<file path="config.mk">
export PLATFORM = sky130hd
export DESIGN_NAME = sram_burst_ctrl
export DESIGN_NICKNAME = d
export VERILOG_FILES = /design/src/rtl/sram_burst_ctrl.sv
export SDC_FILE = /design/constraint.sdc
export NUM_CORES = 1
export LEC_CHECK = 0
export CAP_MARGIN = 15
export CORE_ASPECT_RATIO = 1.75
export CORE_MARGIN = 2
export CORE_UTILIZATION = 35
export CTS_CLUSTER_SIZE = 12
export DETAILED_ROUTE_END_ITERATION = 8
export GPL_TIMING_DRIVEN = 0
export PLACE_DENSITY_LB_ADDON = 0.05
export SYNTH_ARGS = -nofsm -noshare
export SYNTH_HDL_FRONTEND = slang
export SYNTH_SLANG_ARGS = --single-unit
</file>
<file path="constraint.sdc">
create_clock -name clk -period 1.8 [get_ports clk]
set_clock_uncertainty 0.15 [all_clocks]
set_input_delay 0.18 -clock clk [delete_from_list [all_inputs] [get_ports clk]]
set_output_delay 0.18 -clock clk [all_outputs]
set_load 0.05 [all_outputs]
</file>
<file path="src/rtl/sram_burst_ctrl.sv">
// rtl/sram_burst_ctrl.sv - DDR-style wrapping burst requester for a single-port block RAM
// One read or write burst of BL beats per command; read data returns through a 3-stage pipeline.
module sram_burst_ctrl #(
  parameter int  WIDTH = 8,
  parameter int  DEPTH = 2048,
  parameter int  BL    = 8,
  localparam int AW    = $clog2(DEPTH)
) (
  input  logic             clk,
  input  logic             rst,
  input  logic             cmd_valid,
  output logic             cmd_ready,
  input  logic             cmd_we,
  input  logic [AW-1:0]    cmd_addr,
  input  logic             wr_valid,
  output logic             wr_ready,
  input  logic [WIDTH-1:0] wr_data,
  output logic             rd_valid,
  output logic [WIDTH-1:0] rd_data,
  output logic             done,
  output logic [AW-1:0]    sram_addr,
  output logic             sram_rd_o_wr,
  output logic [WIDTH-1:0] sram_i_data,
  input  logic [WIDTH-1:0] sram_o_data
);

  localparam int LBL = $clog2(BL);
  localparam logic [AW-1:0]  WRAP_MASK = AW'(BL - 1);
  localparam logic [LBL-1:0] LAST_BEAT = LBL'(BL - 1);

  typedef enum logic [1:0] {S_IDLE, S_WRITE, S_READ, S_DRAIN} state_t;

  state_t           state_q;
  logic [AW-1:0]    base_q;
  logic [LBL-1:0]   beat_q;
  logic [AW-1:0]    beat_addr_d;
  logic             p1_q, p1_last_q, p2_q, p2_last_q;
  logic             rd_valid_q, done_q, sram_we_q;
  logic [WIDTH-1:0] rd_data_q, sram_wdata_q;
  logic [AW-1:0]    sram_addr_q;

  // Block bits come from the base, low bits wrap within the BL-aligned block.
  assign beat_addr_d = (base_q & ~WRAP_MASK) | ((base_q + AW'(beat_q)) & WRAP_MASK);

  assign cmd_ready    = (state_q == S_IDLE);
  assign wr_ready     = (state_q == S_WRITE);
  assign rd_valid     = rd_valid_q;
  assign rd_data      = rd_data_q;
  assign done         = done_q;
  assign sram_addr    = sram_addr_q;
  assign sram_rd_o_wr = sram_we_q;
  assign sram_i_data  = sram_wdata_q;

  always_ff @(posedge clk) begin
    if (rst) begin
      state_q      <= S_IDLE;
      base_q       <= '0;
      beat_q       <= '0;
      p1_q         <= 1'b0;
      p1_last_q    <= 1'b0;
      p2_q         <= 1'b0;
      p2_last_q    <= 1'b0;
      rd_valid_q   <= 1'b0;
      rd_data_q    <= '0;
      done_q       <= 1'b0;
      sram_we_q    <= 1'b0;
      sram_addr_q  <= '0;
      sram_wdata_q <= '0;
    end else begin
      sram_we_q  <= 1'b0;
      p1_q       <= 1'b0;
      p1_last_q  <= 1'b0;
      p2_q       <= p1_q;
      p2_last_q  <= p1_last_q;
      rd_valid_q <= p2_q;
      done_q     <= p2_last_q;
      if (p2_q) begin
        rd_data_q <= sram_o_data;
      end
      case (state_q)
        S_IDLE: begin
          if (cmd_valid) begin
            base_q <= cmd_addr;
            if (cmd_we) begin
              beat_q  <= '0;
              state_q <= S_WRITE;
            end else begin
              // Beat 0 is issued on the accept edge so its address is out one cycle later.
              sram_addr_q <= cmd_addr;
              p1_q        <= 1'b1;
              beat_q      <= LBL'(1);
              state_q     <= S_READ;
            end
          end
        end
        S_WRITE: begin
          if (wr_valid) begin
            sram_addr_q  <= beat_addr_d;
            sram_wdata_q <= wr_data;
            sram_we_q    <= 1'b1;
            beat_q       <= beat_q + LBL'(1);
            if (beat_q == LAST_BEAT) begin
              done_q  <= 1'b1;
              state_q <= S_IDLE;
            end
          end
        end
        S_READ: begin
          sram_addr_q <= beat_addr_d;
          p1_q        <= 1'b1;
          beat_q      <= beat_q + LBL'(1);
          if (beat_q == LAST_BEAT) begin
            p1_last_q <= 1'b1;
            state_q   <= S_DRAIN;
          end
        end
        default: begin
          // done_q is high in the last rd_valid cycle; leave DRAIN right after it.
          if (done_q) begin
            state_q <= S_IDLE;
          end
        end
      endcase
    end
  end

endmodule
</file>
==> impl_metrics.toml, run 1 <==
# physical design summary
[run_status]
status = "completed"

[layout]
clk_share_pct = 3.39
nets = 348
logic_area_mm2 = 0.00105
fin_cells = 386
clkbuf_count = 7
top_area_cell_class = "combinational gates"
buffers = 87
antennaDiodeCount = 0
nFillCells = 566
drive_above_1_share_pct = 14.6

[flow_run]
tool_warnings = 31

[logic_synthesis]
ys_top_cells_by_count = "dfxtp_1 (50), nand2_1 (40), a21oi_1 (28), nor2_1 (26), mux2i_1 (20)"
ys_types = 25
syn-instance-count = 227
top_area_cell = "dfxtp_1"
topCellsByArea = "dfxtp_1 (48%), mux2i_1 (9.7%), nand2_1 (7.3%), a21oi_1 (6.8%), ha_1 (4.8%)"
synth_dominant_cell_count = "dfxtp_1"
synth_seq_share_pct = 48.4
ys_cells = 227
syn_area_mm2 = 0.00207
edf_count = 0
ys.flop_type = "dfxtp_1"
ys_warn_count = 0

[pwr]
p_comb_share_pct = 54.2
p_switching_mw = 1.99
seqPwrFrac_pct = 30.0
clk-power_mw = 0.774
maxPowerGroup = "combinational logic"
powerDensity_mw_per_mm2 = 1560
pg_comb_mw = 2.65
peakVddDrop_v = 0.000783

[clock_tree]
cts_buffer_depth = 2
cts_repair_resize_count = 22
cts_sinks = 50
cts-root-buf = "clkbuf_8"
cts.hold.buffers_added = 0
worstSkewPairLatency_ns = 0.30
path_clk_slew_ns = 0.09
cts_tree = "done"

[routing]
top_layer = "met4"
wl_met1_um = 2040
drc = 0
ant_nets = 0
vias_per_cell = 4.62
drt_pre_antenna_iters = 4
drt_iter0_markers = 36

[placement]
place_inst = 367
place_hpwl_um = 3500
gp_congestion = 0.758

[global_routing]
use_met2_pct = 28.0
grt_max_degree = 15
antenna_found_initial = 0
overflow = 0
grt_pass1_vias = 1682

[final_timing]
hold_violations = 0
worst_pin_slew_ns = 0.608
fin_crit_ns = 1.78
rsz0062_at_grt = "yes"
report.final.slew_viol_count = 0
fin_crit_sh_pct = 99.0

[worst_setup_path]
critical_path_buf_inv_count = 3
crit_fanout = 5
crit_path_start_kind = "register"
endpoint_kind = "register"
max_stage_delay_ns = 0.37
path_delay_family = "buffers and inverters"
path_class = "register to register"

[die]
die_w_um = 62.1
pin_count = 64
taps = 78
chipArea_mm2 = 0.00656

[min_path]
min_path_type = "primary input to register"
-- run 1: path summary, 6_finish.rpt --
check	from	endpoint	slack (ns)	cells after the start
worst max-delay path	state_q[0]$_SDFFE_PP0P_	sram_addr[2]$_SDFFE_PP0P_	0.02	8
worst max register to register	state_q[0]$_SDFFE_PP0P_	sram_addr[2]$_SDFFE_PP0P_	0.02	8
worst min-delay path	wr_data[3]	sram_i_data[3]$_SDFFE_PP0P_	0.28	3
worst min register to register	p1_q$_SDFF_PP0_	p2_q$_SDFF_PP0_	0.29	1
-- run 1: cell usage in the layout (no fill, tap or decap), types with 3 or more instances in the layout --
cell	n
nor2b_1	3
clkbuf_1	10
buf_4	13
dfxtp_1	46
a21oi_1	28
ha_1	4
nor2_1	26
clkdlybuf4s50_1	37
nand2b_1	4
dfxtp_2	3
dlymetal6s2s_1	21
a211oi_1	7
clkbuf_8	5
inv_1	5
a211oi_2	4
mux2i_1	20
nand2_1	40
-- run 1: worst min-delay path, delay by kind of cell --
kind	cells	cell delay (ns)
simple gates	1	0.05
compound gates	1	0.05
buf+inv	1	0.39
-- run 1: cell families (layout without fill, tap and decap cells) --
family,after synthesis,count (layout),share of synthesized area (%)
simple gates,84,84,17.4
mux,20,20,9.68
xor+xnor,1,1,1.15
fa+ha+maj,9,9,5.81
flops,50,50,48.4
compound gates,42,42,13.2
buf+inv,21,102,4.36
-- run 1: stage by stage --
stage,worst slack [ns],total power [mW],hold WS (ns),utilization [%],setup TNS (ns)
final,0.0182,4.89,0.277,54.1,0
after global routing,-0.0739,5.20,0.284,54.1,-0.279
after CTS,0.000463,4.72,0.269,51.7,0
after detailed placement,-0.154,3.79,0.277,48.6,-1.29
after global placement,-0.148,3.78,0.268,48.6,-1.28
after floorplan,0.0207,3.15,0.166,-,0
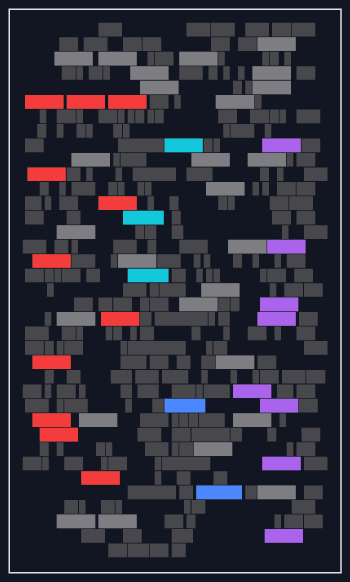
run_1/ff_map.png
colour	signal	sequential cells
purple	rd_data	8
blue	state_q	2
cyan	beat_q	3
red	base_q	11
not coloured	26
Core Util, Final: 54.1%
seq pwr: 1.47 mW
sequential cell area: 0.00101 mm^2

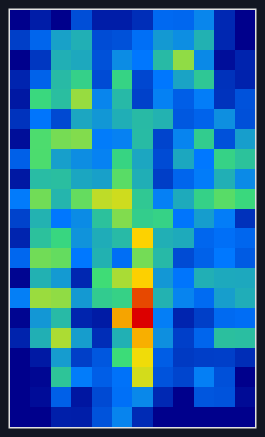
run_1/route_heat.png
The die is cut into 12 by 21 equal tiles; dark blue is low, red is high, scaled to the fullest tile. Values are wire area over tile area, all layers added.
nearly empty tiles	7.9%
mean over tiles	0.12
densest ninth of the die	centre
emptiest ninth of the die	south-east
fullest tile	0.43
tiles over half the peak	12%
via count: 1782
post-DR wirelength/cell: 13.1 um
Total Routing Usage GR: 15.6%
Routed Wire Length: 5050 um

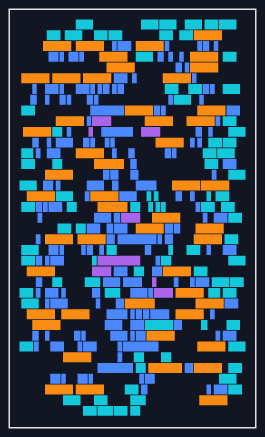
run_1/class_map.png
colour	class	cells	share of their area
orange	registers	50	33%
blue	remaining logic cells	163	35%
cyan	remaining buffers and delay cells	87	28%
purple	clock drivers and dummy loads	8	3.5%
Final Cell Area: 0.00313 mm^2
Seq/total area: 32.2%
Site Rows: 37
core footprint: 0.00579 mm^2

run_1/clock_nets.png
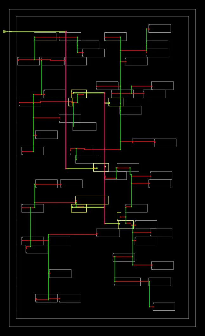

==> run 2, diff against run 1 <==
--- a/config.mk
+++ b/config.mk
@@ -6,9 +6,8 @@
 export NUM_CORES = 1
 export LEC_CHECK = 0
 export CAP_MARGIN = 15
-export CORE_ASPECT_RATIO = 1.75
 export CORE_MARGIN = 2
-export CORE_UTILIZATION = 35
+export CORE_UTILIZATION = 46
 export CTS_CLUSTER_SIZE = 12
 export DETAILED_ROUTE_END_ITERATION = 8
 export GPL_TIMING_DRIVEN = 0
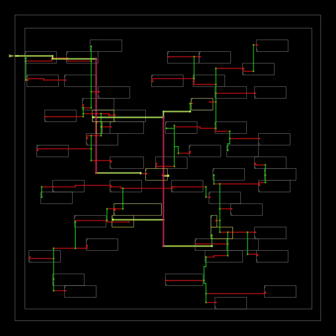
run_2/clock_nets.png
clk pwr: 0.771 mW
clk sinks: 50
total CTS buffers: 5

==> impl_metrics.toml, run 2 <==
# physical design summary
[die]
num_rows = 24
pin_count = 64
taps = 52
core_mm2 = 0.00435
die_w_um = 71.1

[global_routing]
grt_pass1_vias = 1609
overflow = 0
antenna_found_initial = 0
use_met2_pct = 31.0
track_usage_pct = 18.1

[logic_synthesis]
edf_count = 0
syn_area_mm2 = 0.00207
ys_warn_count = 0
synth_seq_share_pct = 48.4
ys_cells = 227
ys.flop_type = "dfxtp_1"
topCellsByArea = "dfxtp_1 (48%), mux2i_1 (9.7%), nand2_1 (7.3%), a21oi_1 (6.8%), ha_1 (4.8%)"
xor_share_pct = 1.15
ys_sh_adder_pct = 5.81
ys_top_cells_by_count = "dfxtp_1 (50), nand2_1 (40), a21oi_1 (28), nor2_1 (26), mux2i_1 (20)"
aoi_share_pct = 13.2

[layout]
logic_area_mm2 = 0.00107
seq_share_pct = 33.0
nets = 342
clkbuf_count = 7
clk_share_pct = 3.47
final_cell_mix = "dfxtp_1 (46), nand2_1 (40), clkdlybuf4s50_1 (37), a21oi_1 (28), nor2_1 (26)"
fin_cells = 354
antennaDiodeCount = 0
drive_above_1_share_pct = 12.9
flop_area_mm2 = 0.00101

[worst_setup_path]
startpoint = "sram_i_data[6]$_SDFFE_PP0P_"
crit_path_start_kind = "register"
path_delay_family = "buffers and inverters"
crit_fanout = 2
r2r-start = "state_q[1]$_SDFFE_PP0P_"
path_class = "register to output pin"
max_stage_delay_ns = 0.80

[final_timing]
worst_pin_slew_ns = 0.588
layout_setup_ws_ns = 0.0393
hold_violations = 0
report.final.slew_viol_count = 0
hold_ws_ns = 0.262

[run_status]
status = "completed"

[pwr]
peakVddDrop_v = 0.000867
powerDensity_mw_per_mm2 = 1560

[routing]
via_count = 1769
ant_nets = 0
drt_wl_total_um = 4520
drt_iter0_markers = 55
vias_per_cell = 5.00

[min_path]
holdCritStartpoint = "rst"
min_path_type = "primary input to register"

[flow_run]
tool_warnings = 31

[placement]
place_hpwl_um = 3050
gp_congestion = 0.779
place_inst = 341

[clock_tree]
cts_tree = "done"
path_clk_slew_ns = 0.09
worstSkewPairLatency_ns = 0.30
cts_buffer_depth = 2
-- run 2: cell count changes in the layout (fill, tap and decap cells not counted), moves of 2 or more --
cell | before | now
a211oi_1 | 7 | 5
buf_4 | 13 | 5
ha_2 | 2 | 0
inv_4 | 0 | 2
-- run 2: cells by family after synthesis --
family | count (synthesis)
AND-OR/OR-AND | 42
adder cells (fa/ha/maj) | 9
AND/OR/NAND/NOR | 84
multiplexers | 20
buffers and inverters | 21
flip-flops | 50
XOR/XNOR | 1
-- run 2: per-layer routing --
layer | wire (um) | up-vias | part of all wire, %
met4 | 56 | 0 | 1.2
met5 | 0 | - | 0
met1 | 2070 | 810 | 46
li1 | - | 908 | -
met2 | 2130 | 45 | 47
met3 | 261 | 6 | 5.8
-- run 2: metrics by stage --
stage                     power, mW  TNS (ns)
after floorplan                3.15         0
after global placement         3.74    -0.865
after detailed placement       3.76     -1.09
after CTS                      4.60         0
after global routing           5.07   -0.0910
final                          4.79         0
-- run 2: path summary, 6_finish.rpt --
path / endpoint / slack (ns) / cells past startpoint
setup / recovery: sram_i_data[6] / 0.04 / 1
hold / removal: rd_data[2]$_SDFFE_PP0P_ / 0.26 / 3
setup reg to reg: sram_addr[1]$_SDFFE_PP0P_ / 0.04 / 7
hold reg to reg: p2_q$_SDFF_PP0_ / 0.29 / 1
-- run 2: power by group --
| part | internal (mW) | total (mW) | leakage, nW | switching [mW] |
|---|---|---|---|---|
| clock network | 0.416 | 0.771 | 0.0524 | 0.355 |
| logic | 1.04 | 2.52 | 1.00 | 1.48 |
| registers | 1.35 | 1.50 | 0.411 | 0.144 |
| total | 2.81 | 4.79 | 1.47 | 1.98 |
-- run 2: what timing repair did --
action                                  CTS  global route
resized                                  18            41
pin swaps                                 2             3
setup buffers                             0             4
cloned                                    1             0
endpoints found under the setup margin   20            45
Power figures rest on the tool's default switching activity, not on a simulated workload.
